$ cat config.mk
export PLATFORM = sky130hd
export DESIGN_NAME = uart_rx_fifo
export DESIGN_NICKNAME = d
export VERILOG_FILES = /design/src/rtl/uart_pkg.sv /design/src/rtl/uart_rx_sync_fifo.sv /design/src/rtl/uart_rx_fifo.sv
export SDC_FILE = /design/constraint.sdc
export NUM_CORES = 1
export LEC_CHECK = 0
export CAP_MARGIN = 20
export CORE_MARGIN = 1.5
export CORE_UTILIZATION = 59
export DETAILED_ROUTE_END_ITERATION = 12
export PLACE_DENSITY = 0.89
export SLEW_MARGIN = 40
export SYNTH_ARGS = -nofsm -noshare
export SYNTH_HDL_FRONTEND = slang
export SYNTH_SLANG_ARGS = --single-unit
$ cat constraint.sdc
create_clock -name clock_115200hz -period 7.25 [get_ports clock_115200hz]
set_input_delay 0.725 -clock clock_115200hz [delete_from_list [all_inputs] [get_ports clock_115200hz]]
set_output_delay 0.725 -clock clock_115200hz [all_outputs]
set_load 0.01 [all_outputs]
$ cat src/rtl/uart_pkg.sv
// Shared definitions for the UART receive path: parity modes, FSM states, sizing helper.
package uart_pkg;

  localparam int unsigned PARITY_NONE = 0;
  localparam int unsigned PARITY_ODD  = 1;
  localparam int unsigned PARITY_EVEN = 2;

  typedef enum logic [1:0] {
    StIdle   = 2'd0,
    StData   = 2'd1,
    StParity = 2'd2,
    StStop   = 2'd3
  } rx_state_e;

  // Bits needed for a counter that holds 0..max_val.
  function automatic int unsigned width_for(input int unsigned max_val);
    return (max_val < 2) ? 1 : $clog2(max_val + 1);
  endfunction

endpackage

$ cat src/rtl/uart_rx_sync_fifo.sv
// Show-ahead synchronous FIFO holding received words; head entry is always on rdata.
module uart_rx_sync_fifo #(
  parameter int unsigned Width = 10,
  parameter int unsigned Depth = 4
) (
  input  logic                    clock_115200hz,
  input  logic                    reset,
  input  logic                    push,
  input  logic [Width-1:0]        wdata,
  input  logic                    pop,
  output logic [Width-1:0]        rdata,
  output logic                    full,
  output logic                    empty,
  output logic [$clog2(Depth):0]  level
);

  localparam int unsigned PtrW = $clog2(Depth);
  localparam logic [PtrW:0] LevelFull = (PtrW + 1)'(Depth);

  logic [Width-1:0] mem_q [Depth];
  logic [PtrW-1:0]  wr_ptr_q, rd_ptr_q;
  logic [PtrW:0]    level_q;
  logic             do_push, do_pop;

  assign full    = (level_q == LevelFull);
  assign empty   = (level_q == '0);
  assign level   = level_q;
  assign do_pop  = pop && !empty;
  // A full FIFO still accepts a word when the head leaves in the same cycle.
  assign do_push = push && (!full || do_pop);
  // Masked while empty so the output is deterministic after reset.
  assign rdata   = empty ? '0 : mem_q[rd_ptr_q];

  // Storage array; contents are only meaningful below the level count, so no reset.
  always_ff @(posedge clock_115200hz) begin
    if (do_push) begin
      mem_q[wr_ptr_q] <= wdata;
    end
  end

  // Pointers wrap naturally since Depth is a power of two.
  always_ff @(posedge clock_115200hz or posedge reset) begin
    if (reset) begin
      wr_ptr_q <= '0;
      rd_ptr_q <= '0;
      level_q  <= '0;
    end else begin
      if (do_push) wr_ptr_q <= wr_ptr_q + PtrW'(1);
      if (do_pop)  rd_ptr_q <= rd_ptr_q + PtrW'(1);
      unique case ({do_push, do_pop})
        2'b10:   level_q <= level_q + (PtrW + 1)'(1);
        2'b01:   level_q <= level_q - (PtrW + 1)'(1);
        default: level_q <= level_q;
      endcase
    end
  end

endmodule

$ cat src/rtl/uart_rx_fifo.sv
// UART receiver sampling once per bit clock, feeding a show-ahead FIFO with per-word
// error flags; cts throttles the host from FIFO fill level.
module uart_rx_fifo
  import uart_pkg::*;
#(
  parameter int unsigned DATA_BITS     = 8,
  parameter int unsigned PARITY        = 0,
  parameter int unsigned STOP_BITS     = 1,
  parameter int unsigned INVERT_RX     = 1,
  parameter int unsigned GUARD_BITS    = 4,
  parameter int unsigned FIFO_DEPTH    = 4,
  parameter int unsigned CTS_THRESHOLD = FIFO_DEPTH - 1
) (
  input  logic                                clock_115200hz,
  input  logic                                reset,
  input  logic                                rx,
  input  logic                                rts,
  output logic                                cts,
  output logic                                receiving,
  output logic [DATA_BITS-1:0]                rx_data,
  output logic                                rx_frame_err,
  output logic                                rx_parity_err,
  output logic                                rx_valid,
  input  logic                                rx_ready,
  output logic [$clog2(FIFO_DEPTH+1)-1:0]     fifo_level,
  output logic                                overrun
);

  localparam int unsigned CntW   = width_for(DATA_BITS - 1);
  localparam int unsigned LevelW = $clog2(FIFO_DEPTH + 1);
  localparam int unsigned WordW  = DATA_BITS + 2;

  localparam logic [CntW-1:0]   LastData = CntW'(DATA_BITS - 1);
  localparam logic              LastStop = 1'(STOP_BITS - 1);
  localparam logic [3:0]        GuardMax = 4'(GUARD_BITS);
  localparam logic [LevelW-1:0] CtsThr   = LevelW'(CTS_THRESHOLD);

  rx_state_e            state_q, state_d;
  logic [CntW-1:0]      bit_cnt_q, bit_cnt_d;
  logic                 stop_cnt_q, stop_cnt_d;
  logic [DATA_BITS-1:0] data_q, data_d;
  logic                 par_q, par_d;
  logic                 par_err_q, par_err_d;
  logic                 frame_err_q, frame_err_d;
  logic [3:0]           guard_q, guard_d;
  logic                 overrun_q, overrun_d;

  logic                 line;
  logic                 push;
  logic                 pop;
  logic                 fifo_full;
  logic                 fifo_empty;
  logic [WordW-1:0]     fifo_rdata;

  // Line is assumed bit-aligned to the clock; one sample per bit period.
  assign line = (INVERT_RX != 0) ? ~rx : rx;

  // Frame assembly: guard timing in idle, shift data LSB first, check parity and stop bits.
  always_comb begin
    state_d     = state_q;
    bit_cnt_d   = bit_cnt_q;
    stop_cnt_d  = stop_cnt_q;
    data_d      = data_q;
    par_d       = par_q;
    par_err_d   = par_err_q;
    frame_err_d = frame_err_q;
    guard_d     = guard_q;
    push        = 1'b0;
    unique case (state_q)
      StIdle: begin
        if (guard_q != GuardMax) begin
          guard_d = guard_q + 4'd1;
        end else if (!line) begin
          state_d     = StData;
          bit_cnt_d   = '0;
          par_d       = 1'b0;
          par_err_d   = 1'b0;
          frame_err_d = 1'b0;
        end
      end
      StData: begin
        data_d = {line, data_q[DATA_BITS-1:1]};
        par_d  = par_q ^ line;
        if (bit_cnt_q == LastData) begin
          bit_cnt_d  = '0;
          stop_cnt_d = 1'b0;
          state_d    = (PARITY != PARITY_NONE) ? StParity : StStop;
        end else begin
          bit_cnt_d = bit_cnt_q + CntW'(1);
        end
      end
      StParity: begin
        // Even: data^parity must be 0; odd: must be 1.
        par_err_d  = (PARITY == PARITY_EVEN) ? (par_q ^ line) : ~(par_q ^ line);
        stop_cnt_d = 1'b0;
        state_d    = StStop;
      end
      StStop: begin
        frame_err_d = frame_err_q | ~line;
        if (stop_cnt_q == LastStop) begin
          push    = 1'b1;
          guard_d = '0;
          state_d = StIdle;
        end else begin
          stop_cnt_d = 1'b1;
        end
      end
      default: state_d = StIdle;
    endcase
  end

  // Receiver state; reset leaves the guard expired so a start bit is taken immediately.
  always_ff @(posedge clock_115200hz or posedge reset) begin
    if (reset) begin
      state_q     <= StIdle;
      bit_cnt_q   <= '0;
      stop_cnt_q  <= 1'b0;
      data_q      <= '0;
      par_q       <= 1'b0;
      par_err_q   <= 1'b0;
      frame_err_q <= 1'b0;
      guard_q     <= GuardMax;
      overrun_q   <= 1'b0;
    end else begin
      state_q     <= state_d;
      bit_cnt_q   <= bit_cnt_d;
      stop_cnt_q  <= stop_cnt_d;
      data_q      <= data_d;
      par_q       <= par_d;
      par_err_q   <= par_err_d;
      frame_err_q <= frame_err_d;
      guard_q     <= guard_d;
      overrun_q   <= overrun_d;
    end
  end

  assign pop       = rx_valid && rx_ready;
  // Dropped word: push into a full FIFO that is not being drained this cycle.
  assign overrun_d = push && fifo_full && !pop;

  uart_rx_sync_fifo #(
    .Width (WordW),
    .Depth (FIFO_DEPTH)
  ) u_fifo (
    .clock_115200hz (clock_115200hz),
    .reset          (reset),
    .push           (push),
    .wdata          ({par_err_q, frame_err_d, data_d}),
    .pop            (pop),
    .rdata          (fifo_rdata),
    .full           (fifo_full),
    .empty          (fifo_empty),
    .level          (fifo_level)
  );

  assign receiving     = (state_q != StIdle);
  assign rx_valid      = !fifo_empty;
  assign rx_data       = fifo_rdata[DATA_BITS-1:0];
  assign rx_frame_err  = fifo_rdata[DATA_BITS];
  assign rx_parity_err = (PARITY != PARITY_NONE) && fifo_rdata[DATA_BITS+1];
  assign overrun       = overrun_q;
  assign cts           = rts && (fifo_level < CtsThr);

endmodule

==> images/met1.png <==
Scale bar: 20 um.
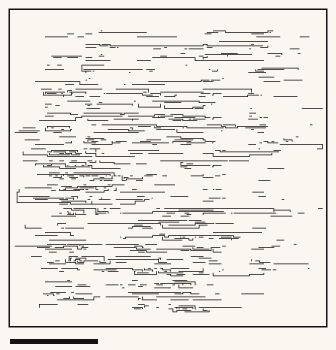
- share of all routed wire: 41%
- main direction: horizontal
met1 usage: 0.275
wirelength, routed: 4860 um

==> images/met2.png <==
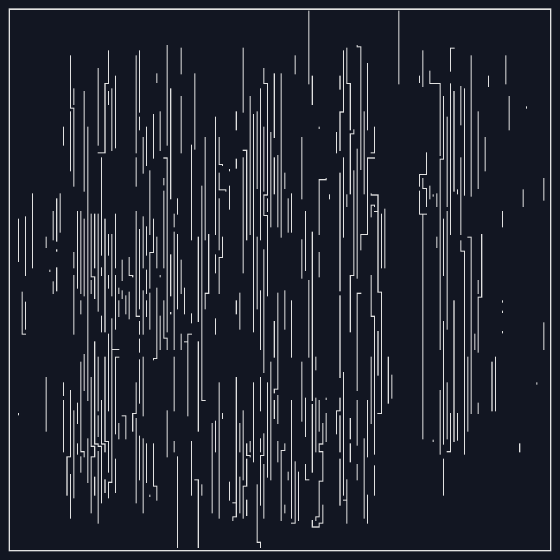
- nets with wire on the layer: 200
- longest straight run: 36.4 um
routing usage on met2: 0.350
Vias: 1,546

==> changes_impl.md <==
### Changed

- CTS H-Tree Depth: 3
- Layout cell share with drive strength beyond 1: 0.187
- CP Data Arrival Time: 2.33 ns
- GRT Util Overall: 0.220
- OpenROAD warnings: 33
- Int Pwr: 1090 uW
- Combinational Power Share: 0.399
- Busiest grt layer: met2
- Synthesis Warnings: 0
- Tap cells: 52
- Switching Power: 525 uW
- Count of final setup violators: 0
- Instance count on the critical path: 3
- Startpoint Class: flip-flop
- M1 WL: 2010 um
- Minimum clock period: 3.05 ns
- CP delay by family, top: flip-flops
- CTS root buffer: clkbuf_8
- Post-Syn Nets: 205
- DR iter-0 viols: 155
- Non-clock inverters: 15
- Reg2reg start: state_q[0]$_DFFE_PP0P_
- Final Wtd Congestion: 0.752
- Data buffer area share: 0.0618
- Fraction of area in multi-input gates: 0.297
- Num rows: 24
- Clock share of power: 0.206
- Number of cells in the yosys synthesis report: 187
- Met3 routed WL: 230 um
- Non-CTS buffers: 20
- DR vias/cell: 5.81
- Pwr dens: 500 mW/mm^2
- Routed len/inst: 18.3 um
- DRC: 0
- Final Slew Violations: 0
- Clk sink count: 62
- Hold-fix buffers at CTS: 0
- Die area: 0.00517 mm^2
- Slew margin rel.: 0.565
- Grt ovf: 0
- Top Ports: 22
- Seq area share: 0.535
- Status: finished, final reports clean
- Slew at the pin closest to its max-slew limit: 0.653 ns
- Max clock buf depth: 2
- FF-to-FF path depth: 6
- Setup TNS: 0 ns
- Mapped Area: 0.00280 mm^2
- Final Hold Violation Tally: 0
- Setup crit start: u_fifo.rd_ptr_q[0]$_DFFE_PP0P_
- Clk slew on worst S/H paths: 0.06 ns
- Leading cell kind: registers
- DP Worst Slack: 4.32 ns
- CTS tree: built
- Setup crit end: rx_frame_err
- Final core utilization: 0.724
- Initial Utilization: 0.626
- Crit share post-route: 0.421
- Post-route ant nets: 0
- Setup WS post-layout: 4.20 ns
- Seq/Total Area, Yosys: 0.619
- First-pass GRT wire length: 8290 um
- Slowest CP cell: dfrtp_1
- Die height: 71.9 um
- 1st-pass router iterations: 4
- Hold Startpoint: bit_cnt_q[1]$_DFFE_PP0P_
- Metal2 WL: 2520 um
- Largest stage delay, worst path: 0.76 ns
- Top area cell types: edfxtp_1 39%, dfrtp_1 22%, mux4_2 7.2%
- Highest metal used: met4
- Initial antenna violation count: 0
- Clock buf/inv share: 0.0691
- WP buf/inv: 1
- Post-cts sizing count: 0
- Clock Latency Late Sink: 0.33 ns
- Core area: 0.00447 mm^2
- RSZ-0062 raised after global routing: no
- Class of the worst hold path: flip-flop to flip-flop
- Die X: 71.9 um
- Final nets: 227
- Leakage: 0.00127 uW
- Main flop type: edfxtp_1
- Max-cap violation count: 0
- VDD IR max: 0.000301 V
- Distinct cell type count after synthesis: 44
- Setup Skew: 0.00248 ns
- Crit Path Max Fanout: 11
- Flops after synth: 62
- Post-detail-place hpwl: 3280 um
- Clkbuf count: 12
- WHS Path Cells: 1
- Num CTS Buffers: 9
- Footprint of the multi-input gates: 961 um^2
- Fill cells: 262
- Worst Hold End: bit_cnt_q[1]$_DFFE_PP0P_
- WS Path Type: flip-flop to output pin
- Asr flop ratio synth: 0.419
- Crit-path cells: mux4_2 > and2_1 > clkdlybuf4s50_1
- FF+latch count: 62
- Flip-flops with a built-in enable: 36
- IO buf count: 20
- CP endpoint kind: output pin
- Post-synth top cells: 36 x edfxtp_1, 25 x dfrtp_1, 15 x inv_1
- Highest clock rate: 0.328 GHz
- Synth area leader: edfxtp_1
- Synth top cell by count: edfxtp_1
- Reg2reg end: u_fifo.level[2]$_DFFE_PP0P_
- FF-to-FF setup slack: 4.81 ns
- Flop pwr share: 0.395
- Largest net degree at the start of global routing: 27
- Area Overhead vs Synth: 15.7%
- CP Data Required Time: 6.52 ns
- Logic Gate Count: 101
- Post-CTS setup buffers: 0
- Flop area: 0.00173 mm^2
- Switching share of power: 0.324
- Gate Count Post-Synth: 187
- Number of global-route vias before repair: 1,691
- Synthesized chip area reported by yosys: 0.00280 mm^2
- Max-area cell share: 0.386
- Syn Area/Cell: 15.0 um^2
==> images/met3.png <==
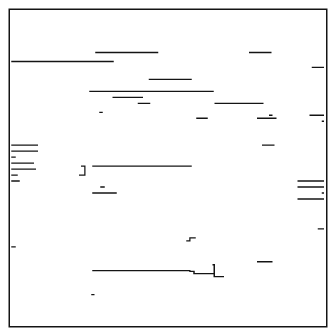
- wire length on this layer: 230 um
- main direction: horizontal
- share of all routed wire: 4.7%
- nets with wire on the layer: 26
- longest straight run: 28.1 um
met3 Use GR: 0.0778

[layout by cell type, fill, tap and decap left out, types with 2 or more instances in the layout]
cell / count
a32o_1: 4
nand3b_1: 2
nor2_1: 6
dfrtp_1: 25
clkbuf_8: 11
nor2b_1: 2
and2_1: 9
mux4_2: 9
a21oi_1: 4
bufinv_16: 2
clkdlybuf4s50_1: 20
mux2i_1: 3
o21ai_0: 4
xor2_1: 2
a21o_1: 2
and2_2: 4
or3b_1: 2
nand2_1: 5
inv_1: 14
edfxtp_1: 36
mux2_2: 8
nand4b_1: 2
xnor2_1: 4
ha_1: 12
[registers in the layout (all words and copies together) (netlist names)]
register	count
state_q	2
u_fifo.wr_ptr_q	2
u_fifo.level	3
data_q	8
u_fifo.rd_ptr_q	2
frame_err_q	1
bit_cnt_q	3
overrun	1
guard_q	4
u_fifo.mem_q	36
[power by group through the flow]
| stage | Clock [uW] | Combinational, uW | Sequential, uW |
|---|---|---|---|
| 2_1_floorplan | 0 | 459 | 600 |
| 3_3_place_gp | 0 | 599 | 631 |
| 3_5_place_dp | 0 | 645 | 646 |
| 4_1_cts | 338 | 653 | 641 |
| 5_1_grt | 356 | 709 | 657 |
| 6_report | 333 | 645 | 640 |
[per-stage QoR]
stage	total power [uW]	cells	hold slack [ns]	cell area, um^2
2_1_floorplan	1060	187	0.470	2800
3_3_place_gp	1230	250	0.477	3020
3_5_place_dp	1290	250	0.499	3020
4_1_cts	1630	266	0.513	3240
5_1_grt	1720	266	0.524	3240
6_report	1620	266	0.510	3240
[logic make-up after synthesis]
group                      share of synthesized area
DFF                                            0.619
and+or+nand+nor                               0.0818
buffers and inverters                         0.0380
AOI/OAI and AO/OA                             0.0599
muxes                                          0.121
adders and majority gates                     0.0608
xor gates and xnor gates                      0.0188
other                                        0.00134
Power and IR drop assume default switching activity.
